===== src/rtl/yrow_read_extract_if.sv =====
// Request, Y-memory read and response signals of the Y-row read/extract block.
// slave is the block itself; master is whoever drives requests, memory data and rsp_ready.
interface yrow_read_extract_if #(
    parameter int unsigned ADDR_W  = 11,
    parameter int unsigned ROW_W   = 256,
    parameter int unsigned ENTRY_W = 48
);
    logic               req_valid;
    logic               req_ready;
    logic [ADDR_W-1:0]  req_diag_addr;
    logic [ADDR_W-1:0]  req_nondiag_addr;
    logic [3:0]         req_diag_oh;
    logic [3:0]         req_nondiag_oh;
    logic               mem_rd_en;
    logic [ADDR_W-1:0]  mem_rd_addr;
    logic [ROW_W-1:0]   mem_rd_data;
    logic               rsp_valid;
    logic               rsp_ready;
    logic [ENTRY_W-1:0] rsp_diag_val;
    logic [ENTRY_W-1:0] rsp_nondiag_val;
    logic               rsp_err;

    modport master (
        output req_valid, req_diag_addr, req_nondiag_addr, req_diag_oh, req_nondiag_oh,
        input  req_ready,
        input  mem_rd_en, mem_rd_addr,
        output mem_rd_data,
        input  rsp_valid, rsp_diag_val, rsp_nondiag_val, rsp_err,
        output rsp_ready
    );

    modport slave (
        input  req_valid, req_diag_addr, req_nondiag_addr, req_diag_oh, req_nondiag_oh,
        output req_ready,
        output mem_rd_en, mem_rd_addr,
        input  mem_rd_data,
        output rsp_valid, rsp_diag_val, rsp_nondiag_val, rsp_err,
        input  rsp_ready
    );
endinterface


===== src/rtl/yrow_read_extract.sv =====
// Fetches the Y-memory row(s) holding one diagonal and one non-diagonal entry and
// returns both 48-bit {real,img} values on a valid/ready response port.
module yrow_read_extract #(
    parameter int unsigned       ADDR_W    = 11,
    parameter int unsigned       ROW_W     = 256,
    parameter int unsigned       ENTRY_W   = 48,
    parameter int unsigned       SLOT_W    = 64,
    parameter int unsigned       MEM_LAT   = 1,
    parameter logic [ADDR_W-1:0] IDLE_ADDR = 11'h7ff
) (
    input logic           clock,
    input logic           reset,
    input logic           enable,
    yrow_read_extract_if.slave bus
);
    localparam logic [2:0] S_IDLE   = 3'd0;
    localparam logic [2:0] S_ISSUE  = 3'd1;
    localparam logic [2:0] S_ISSUE2 = 3'd2;
    localparam logic [2:0] S_WAIT   = 3'd3;
    localparam logic [2:0] S_RESP   = 3'd4;

    logic [2:0]        state;
    logic [ADDR_W-1:0] nondiag_addr;
    logic [3:0]        diag_oh;
    logic [3:0]        nondiag_oh;
    logic              same_row;
    // Bit k set: the tagged read was issued k+1 cycles ago; the top bit marks its capture cycle.
    logic [MEM_LAT-1:0] diag_sr;
    logic [MEM_LAT-1:0] nondiag_sr;
    logic               diag_cap;
    logic               nondiag_cap;

    function automatic logic [ENTRY_W-1:0] extract(input logic [ROW_W-1:0] row,
                                                   input logic [3:0] oh);
        case (oh)
            4'b0001: extract = row[0*SLOT_W +: ENTRY_W];
            4'b0010: extract = row[1*SLOT_W +: ENTRY_W];
            4'b0100: extract = row[2*SLOT_W +: ENTRY_W];
            4'b1000: extract = row[3*SLOT_W +: ENTRY_W];
            default: extract = '0;
        endcase
    endfunction

    function automatic logic oh_bad(input logic [3:0] oh);
        case (oh)
            4'b0001, 4'b0010, 4'b0100, 4'b1000: oh_bad = 1'b0;
            default:                            oh_bad = 1'b1;
        endcase
    endfunction

    assign diag_cap    = diag_sr[MEM_LAT-1];
    assign nondiag_cap = nondiag_sr[MEM_LAT-1];

    always_ff @(posedge clock) begin
        if (!reset || !enable) begin
            state               <= S_IDLE;
            nondiag_addr        <= '0;
            diag_oh             <= '0;
            nondiag_oh          <= '0;
            same_row            <= 1'b0;
            diag_sr             <= '0;
            nondiag_sr          <= '0;
            bus.req_ready       <= 1'b0;
            bus.mem_rd_en       <= 1'b0;
            bus.mem_rd_addr     <= IDLE_ADDR;
            bus.rsp_valid       <= 1'b0;
            bus.rsp_diag_val    <= '0;
            bus.rsp_nondiag_val <= '0;
            bus.rsp_err         <= 1'b0;
        end else begin
            diag_sr[0]    <= (state == S_ISSUE);
            nondiag_sr[0] <= (state == S_ISSUE2) || ((state == S_ISSUE) && same_row);
            for (int unsigned i = MEM_LAT - 1; i > 0; i--) begin
                diag_sr[i]    <= diag_sr[i-1];
                nondiag_sr[i] <= nondiag_sr[i-1];
            end

            bus.mem_rd_en   <= 1'b0;
            bus.mem_rd_addr <= IDLE_ADDR;

            // With a one-cycle memory the diag row returns while the second read is being issued.
            if (diag_cap) begin
                bus.rsp_diag_val <= extract(bus.mem_rd_data, diag_oh);
            end
            if (nondiag_cap) begin
                bus.rsp_nondiag_val <= extract(bus.mem_rd_data, nondiag_oh);
                bus.rsp_err         <= oh_bad(diag_oh) || oh_bad(nondiag_oh);
            end

            case (state)
                S_IDLE: begin
                    if (bus.req_valid && bus.req_ready) begin
                        nondiag_addr    <= bus.req_nondiag_addr;
                        diag_oh         <= bus.req_diag_oh;
                        nondiag_oh      <= bus.req_nondiag_oh;
                        same_row        <= (bus.req_diag_addr == bus.req_nondiag_addr);
                        bus.req_ready   <= 1'b0;
                        bus.mem_rd_en   <= 1'b1;
                        bus.mem_rd_addr <= bus.req_diag_addr;
                        state           <= S_ISSUE;
                    end else begin
                        bus.req_ready <= 1'b1;
                    end
                end
                S_ISSUE: begin
                    if (same_row) begin
                        state <= S_WAIT;
                    end else begin
                        bus.mem_rd_en   <= 1'b1;
                        bus.mem_rd_addr <= nondiag_addr;
                        state           <= S_ISSUE2;
                    end
                end
                S_ISSUE2: state <= S_WAIT;
                S_WAIT: begin
                    if (nondiag_cap) begin
                        bus.rsp_valid <= 1'b1;
                        state         <= S_RESP;
                    end
                end
                S_RESP: begin
                    if (bus.rsp_ready) begin
                        bus.rsp_valid <= 1'b0;
                        state         <= S_IDLE;
                    end
                end
                default: state <= S_IDLE;
            endcase
        end
    end
endmodule


===== src/flat_wrapper.sv =====
// flat-port wrapper written by rule: the top's interface ports become plain ports
module yrow_read_extract_flat 
#(
    parameter int unsigned       ADDR_W    = 11,
    parameter int unsigned       ROW_W     = 256,
    parameter int unsigned       ENTRY_W   = 48,
    parameter int unsigned       SLOT_W    = 64,
    parameter int unsigned       MEM_LAT   = 1,
    parameter logic [ADDR_W-1:0] IDLE_ADDR = 11'h7ff
)
  (clock, reset, enable, bus_req_valid, bus_req_diag_addr, bus_req_nondiag_addr, bus_req_diag_oh, bus_req_nondiag_oh, bus_req_ready, bus_mem_rd_en, bus_mem_rd_addr, bus_mem_rd_data, bus_rsp_valid, bus_rsp_diag_val, bus_rsp_nondiag_val, bus_rsp_err, bus_rsp_ready);
  yrow_read_extract_if #(.ADDR_W(ADDR_W), .ROW_W(ROW_W), .ENTRY_W(ENTRY_W)) bus_i ();
  input logic clock;
  input logic reset;
  input logic enable;
  input wire logic [$bits(bus_i.req_valid)-1:0] bus_req_valid;
  input wire logic [$bits(bus_i.req_diag_addr)-1:0] bus_req_diag_addr;
  input wire logic [$bits(bus_i.req_nondiag_addr)-1:0] bus_req_nondiag_addr;
  input wire logic [$bits(bus_i.req_diag_oh)-1:0] bus_req_diag_oh;
  input wire logic [$bits(bus_i.req_nondiag_oh)-1:0] bus_req_nondiag_oh;
  output wire logic [$bits(bus_i.req_ready)-1:0] bus_req_ready;
  output wire logic [$bits(bus_i.mem_rd_en)-1:0] bus_mem_rd_en;
  output wire logic [$bits(bus_i.mem_rd_addr)-1:0] bus_mem_rd_addr;
  input wire logic [$bits(bus_i.mem_rd_data)-1:0] bus_mem_rd_data;
  output wire logic [$bits(bus_i.rsp_valid)-1:0] bus_rsp_valid;
  output wire logic [$bits(bus_i.rsp_diag_val)-1:0] bus_rsp_diag_val;
  output wire logic [$bits(bus_i.rsp_nondiag_val)-1:0] bus_rsp_nondiag_val;
  output wire logic [$bits(bus_i.rsp_err)-1:0] bus_rsp_err;
  input wire logic [$bits(bus_i.rsp_ready)-1:0] bus_rsp_ready;
  assign bus_i.req_valid = bus_req_valid;
  assign bus_i.req_diag_addr = bus_req_diag_addr;
  assign bus_i.req_nondiag_addr = bus_req_nondiag_addr;
  assign bus_i.req_diag_oh = bus_req_diag_oh;
  assign bus_i.req_nondiag_oh = bus_req_nondiag_oh;
  assign bus_req_ready = bus_i.req_ready;
  assign bus_mem_rd_en = bus_i.mem_rd_en;
  assign bus_mem_rd_addr = bus_i.mem_rd_addr;
  assign bus_i.mem_rd_data = bus_mem_rd_data;
  assign bus_rsp_valid = bus_i.rsp_valid;
  assign bus_rsp_diag_val = bus_i.rsp_diag_val;
  assign bus_rsp_nondiag_val = bus_i.rsp_nondiag_val;
  assign bus_rsp_err = bus_i.rsp_err;
  assign bus_i.rsp_ready = bus_rsp_ready;
  yrow_read_extract #(.ADDR_W(ADDR_W), .ROW_W(ROW_W), .ENTRY_W(ENTRY_W), .SLOT_W(SLOT_W), .MEM_LAT(MEM_LAT), .IDLE_ADDR(IDLE_ADDR)) u_core (.clock(clock), .reset(reset), .enable(enable), .bus(bus_i));
endmodule

===== config.mk =====
export PLATFORM = sky130hd
export DESIGN_NAME = yrow_read_extract_flat
export DESIGN_NICKNAME = d
export VERILOG_FILES = /design/src/rtl/yrow_read_extract_if.sv /design/src/rtl/yrow_read_extract.sv /design/src/flat_wrapper.sv
export SDC_FILE = /design/constraint.sdc
export NUM_CORES = 1
export LEC_CHECK = 0
export ABC_AREA = 1
export CAP_MARGIN = 20
export CELL_PAD_IN_SITES_DETAIL_PLACEMENT = 0
export CELL_PAD_IN_SITES_GLOBAL_PLACEMENT = 1
export CORE_ASPECT_RATIO = 0.75
export CORE_MARGIN = 2
export CORE_UTILIZATION = 27
export CTS_BUF_LIST = sky130_fd_sc_hd__clkbuf_4 sky130_fd_sc_hd__clkbuf_8 sky130_fd_sc_hd__clkbuf_16
export DETAILED_ROUTE_END_ITERATION = 10
export PLACE_DENSITY_LB_ADDON = 0.1
export RECOVER_POWER = 50
export SLEW_MARGIN = 5
export SYNTH_ARGS = -nofsm -noshare
export SYNTH_HDL_FRONTEND = slang
export SYNTH_SLANG_ARGS = --single-unit

===== constraint.sdc =====
create_clock -name clock -period 2.1 [get_ports clock]
set_clock_uncertainty 0.2 [all_clocks]
set_input_delay 0.315 -clock clock [delete_from_list [all_inputs] [get_ports clock]]
set_output_delay 0.315 -clock clock [all_outputs]
set_load 0.02 [all_outputs]

==> out/summary.rpt <==
STATUS
---------------------------------------------------------------------------------
Result of the run .................................................. finished, final reports clean

POWER
---------------------------------------------------------------------------------
Switching part of the total ........................................       26.63%
Group drawing the most power .......................................        clock
Highest ir drop seen on vdd ........................................    0.5247 mV
Sequential cell fraction of total power ............................        38.3%
Power consumed by sequential cells .................................      2.61 mW
Fraction of power consumed by combinational cells ..................        15.0%

HOLD PATH
---------------------------------------------------------------------------------
Hold Crit Class .................................................... flop to flop
Launch instance of the worst min-delay path ........................ u_core.nondiag_addr[7]$_SDFFE_PP0P_
Cells on Worst Hold Path ...........................................            2

ROUTING
---------------------------------------------------------------------------------
Total number of vias ...............................................        10300
Met2 wirelength from detailed routing ..............................     17.19 mm
Detailed-route wire length .........................................     39.99 mm
Detailed route wirelength on metal3 ................................     3.401 mm
Highest routed metal layer .........................................         met5
Post-route ant nets ................................................            0
Routed wire length per instance ....................................     20.06 um

STA
---------------------------------------------------------------------------------
Final max-slew violation count .....................................            0
Worst slack on hold paths ..........................................     256.9 ps
Upper clock frequency limit ........................................   0.5034 GHz
Slew Limit Headroom ................................................       53.04%
Number of setup violations in the final report .....................            0
Transition time of the tightest slew-check pin .....................     704.4 ps
Final total negative setup slack ...................................         0 ps
Setup repair after global routing missed its margin ................        false
Shortest clock period the worst path allows after layout ...........      1987 ps

SYNTHESIS
---------------------------------------------------------------------------------
Fraction of synthesis flops using an asynchronous set or reset pin .           0%
Yosys cell types ...................................................           23
Number of instances in the synthesized netlist .....................         1299
Number of nets at floorplan ........................................         1590
Number of flip-flops and latches in the synthesized netlist ........          136
Library cell with the highest instance count after synthesis ....... sky130_fd_sc_hd__nand3_1
Yosys synthesis chip area ..........................................     8225 um2
Synth Seq Share ....................................................       33.10%
Number of cells in the yosys synthesis report ......................         1299
Largest cells by area .............................................. sky130_fd_sc_hd__dfxtp_1 (33%), sky130_fd_sc_hd__nand3_1 (24%), sky130_fd_sc_hd__nand2_1 (14%)
List of most frequent post-synthesis cells ......................... sky130_fd_sc_hd__nand3_1 (388), sky130_fd_sc_hd__nand2_1 (308), sky130_fd_sc_hd__dfxtp_1 (136)

WORST SETUP PATH
---------------------------------------------------------------------------------
Count of cells along the worst register-to-register path ...........            7
Setup slack on the worst flop-to-flop path .........................       170 ps
Number of gates on the worst path with buffers counted .............            1
Slowest library cell on the worst path ............................. sky130_fd_sc_hd__clkdlybuf4s50_1
Capturing point of the worst reg2reg path .......................... u_core.bus.rsp_diag_val[13]$_SDFFE_PP0P_
Family with the most delay on the worst path ....................... buffers and inverters
Data required time at the worst endpoint ...........................      1580 ps
Worst setup path category .......................................... flop to output pin
Worst Path Max Fanout ..............................................            2
Crit. End Element ..................................................   output pin
Last element of the critical path .................................. bus_rsp_nondiag_val[4]
Number of buffer and inverter stages on the critical path ..........            1
Critical path cell sequence ........................................ clkdlybuf4s50_1
Peak per-stage delay on the critical path ..........................       630 ps
Worst flop-to-flop path startpoint ................................. u_core.diag_oh[1]$_SDFFE_PP0P_

DIE
---------------------------------------------------------------------------------
Die height .........................................................     155.2 um
Core box area ......................................................    30070 um2
Die area ...........................................................    31890 um2
Placement row count ................................................           55
Initial Utilization ................................................       27.35%
Io pins ............................................................          402
Die Span X .........................................................     205.5 um

GRT
---------------------------------------------------------------------------------
GR Util met1 .......................................................       34.65%
Busiest grt layer ..................................................         met2
Global-route wire length before repair .............................     59.27 mm
Met3 track utilization from global routing .........................       6.200%
Number of global-route vias before repair ..........................         9596
Antenna violations before repair ...................................            7
Maximum number of pins on one net before global-route repair .......           57

CELLS AND AREA
---------------------------------------------------------------------------------
Proportion of layout cells with a drive suffix above 1 .............       5.856%
Final net count ....................................................         1866
Layout Cell Area excl Fill .........................................    12650 um2
Area overhead of the layout relative to synthesis ..................       53.74%
Most frequently placed logic cells in the final layout ............. sky130_fd_sc_hd__nand3_1 (388), sky130_fd_sc_hd__clkdlybuf4s50_1 (336), sky130_fd_sc_hd__nand2_1 (308)
Sequential cell area ...............................................     2725 um2
Non-Filler Instances ...............................................         1994
Most used logic cell in the final layout ........................... sky130_fd_sc_hd__nand3_1

CLOCK TREE
---------------------------------------------------------------------------------
Hold-fix buffers, CTS ..............................................            0
Clk Tree Root Cell ................................................. sky130_fd_sc_hd__clkbuf_16
Buffers from clock root to sink, at most ...........................            2
Number of gates resized after cts ..................................            0

PLACE
---------------------------------------------------------------------------------
Placed Instance Area ...............................................    12090 um2
Sum of net half-perimeters after detailed placement ................     26.11 mm
Cell count after placement .........................................         1955
Setup WS pre-CTS ...................................................     142.8 ps
Buffers on Ports ...................................................          337

JOB
---------------------------------------------------------------------------------
OpenROAD warning count .............................................           90
Number of max-cap violations .......................................            0

[area by class of cell]
class / instances / area share (%)
Clock inverter: 10 / 0.9399
Clock buffer: 22 / 3.809
Inverter: 34 / 1.009
Timing Repair Buffer: 379 / 31.05
Sequential cell: 136 / 21.55
Antenna cell: 7 / 0.1385
Tap cell: 399 / 3.948
Multi-Input combinational cell: 1007 / 37.56
[cells by family (layout without fill, tap and decap cells)]
| group | after synthesis | count (layout) | share of synthesized area (%) |
|---|---|---|---|
| buffers and inverters | 156 | 445 | 9.157 |
| other | 0 | 7 | 0 |
| DFF | 136 | 136 | 33.10 |
| xor gates and xnor gates | 4 | 4 | 0.4260 |
| AOI/OAI and AO/OA | 275 | 275 | 17.23 |
| and+or+nand+nor | 728 | 728 | 40.08 |
### The clock network

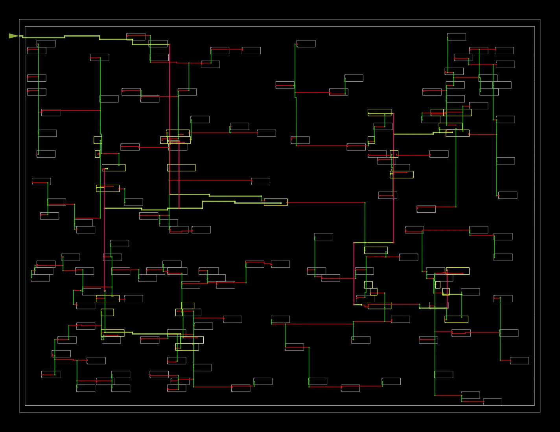
clk sinks: 136
CTS buffer count: 17
tally of clock buffers in the finished layout: 22
Skew-Pair Late Insertion Delay: 430 ps
clock network power: 3.17 mW

### Cells by drive strength

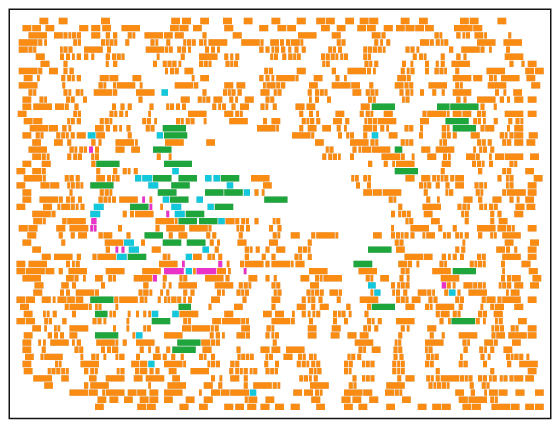
| color | size | cells | share | most used |
|---|---|---|---|---|
| green | drive 6 and up | 43 | 2.7% | buf_12 |
| cyan | drive 3 to 4 | 34 | 2.1% | buf_4 |
| orange | drive 1 or less | 1495 | 94% | nand3_1 |
| magenta | drive 2 | 16 | 1.0% | inv_2 |
Worst Slack Setup Final: 113.4 ps
bufs w/o clock: 379

Power and IR drop assume default switching activity.
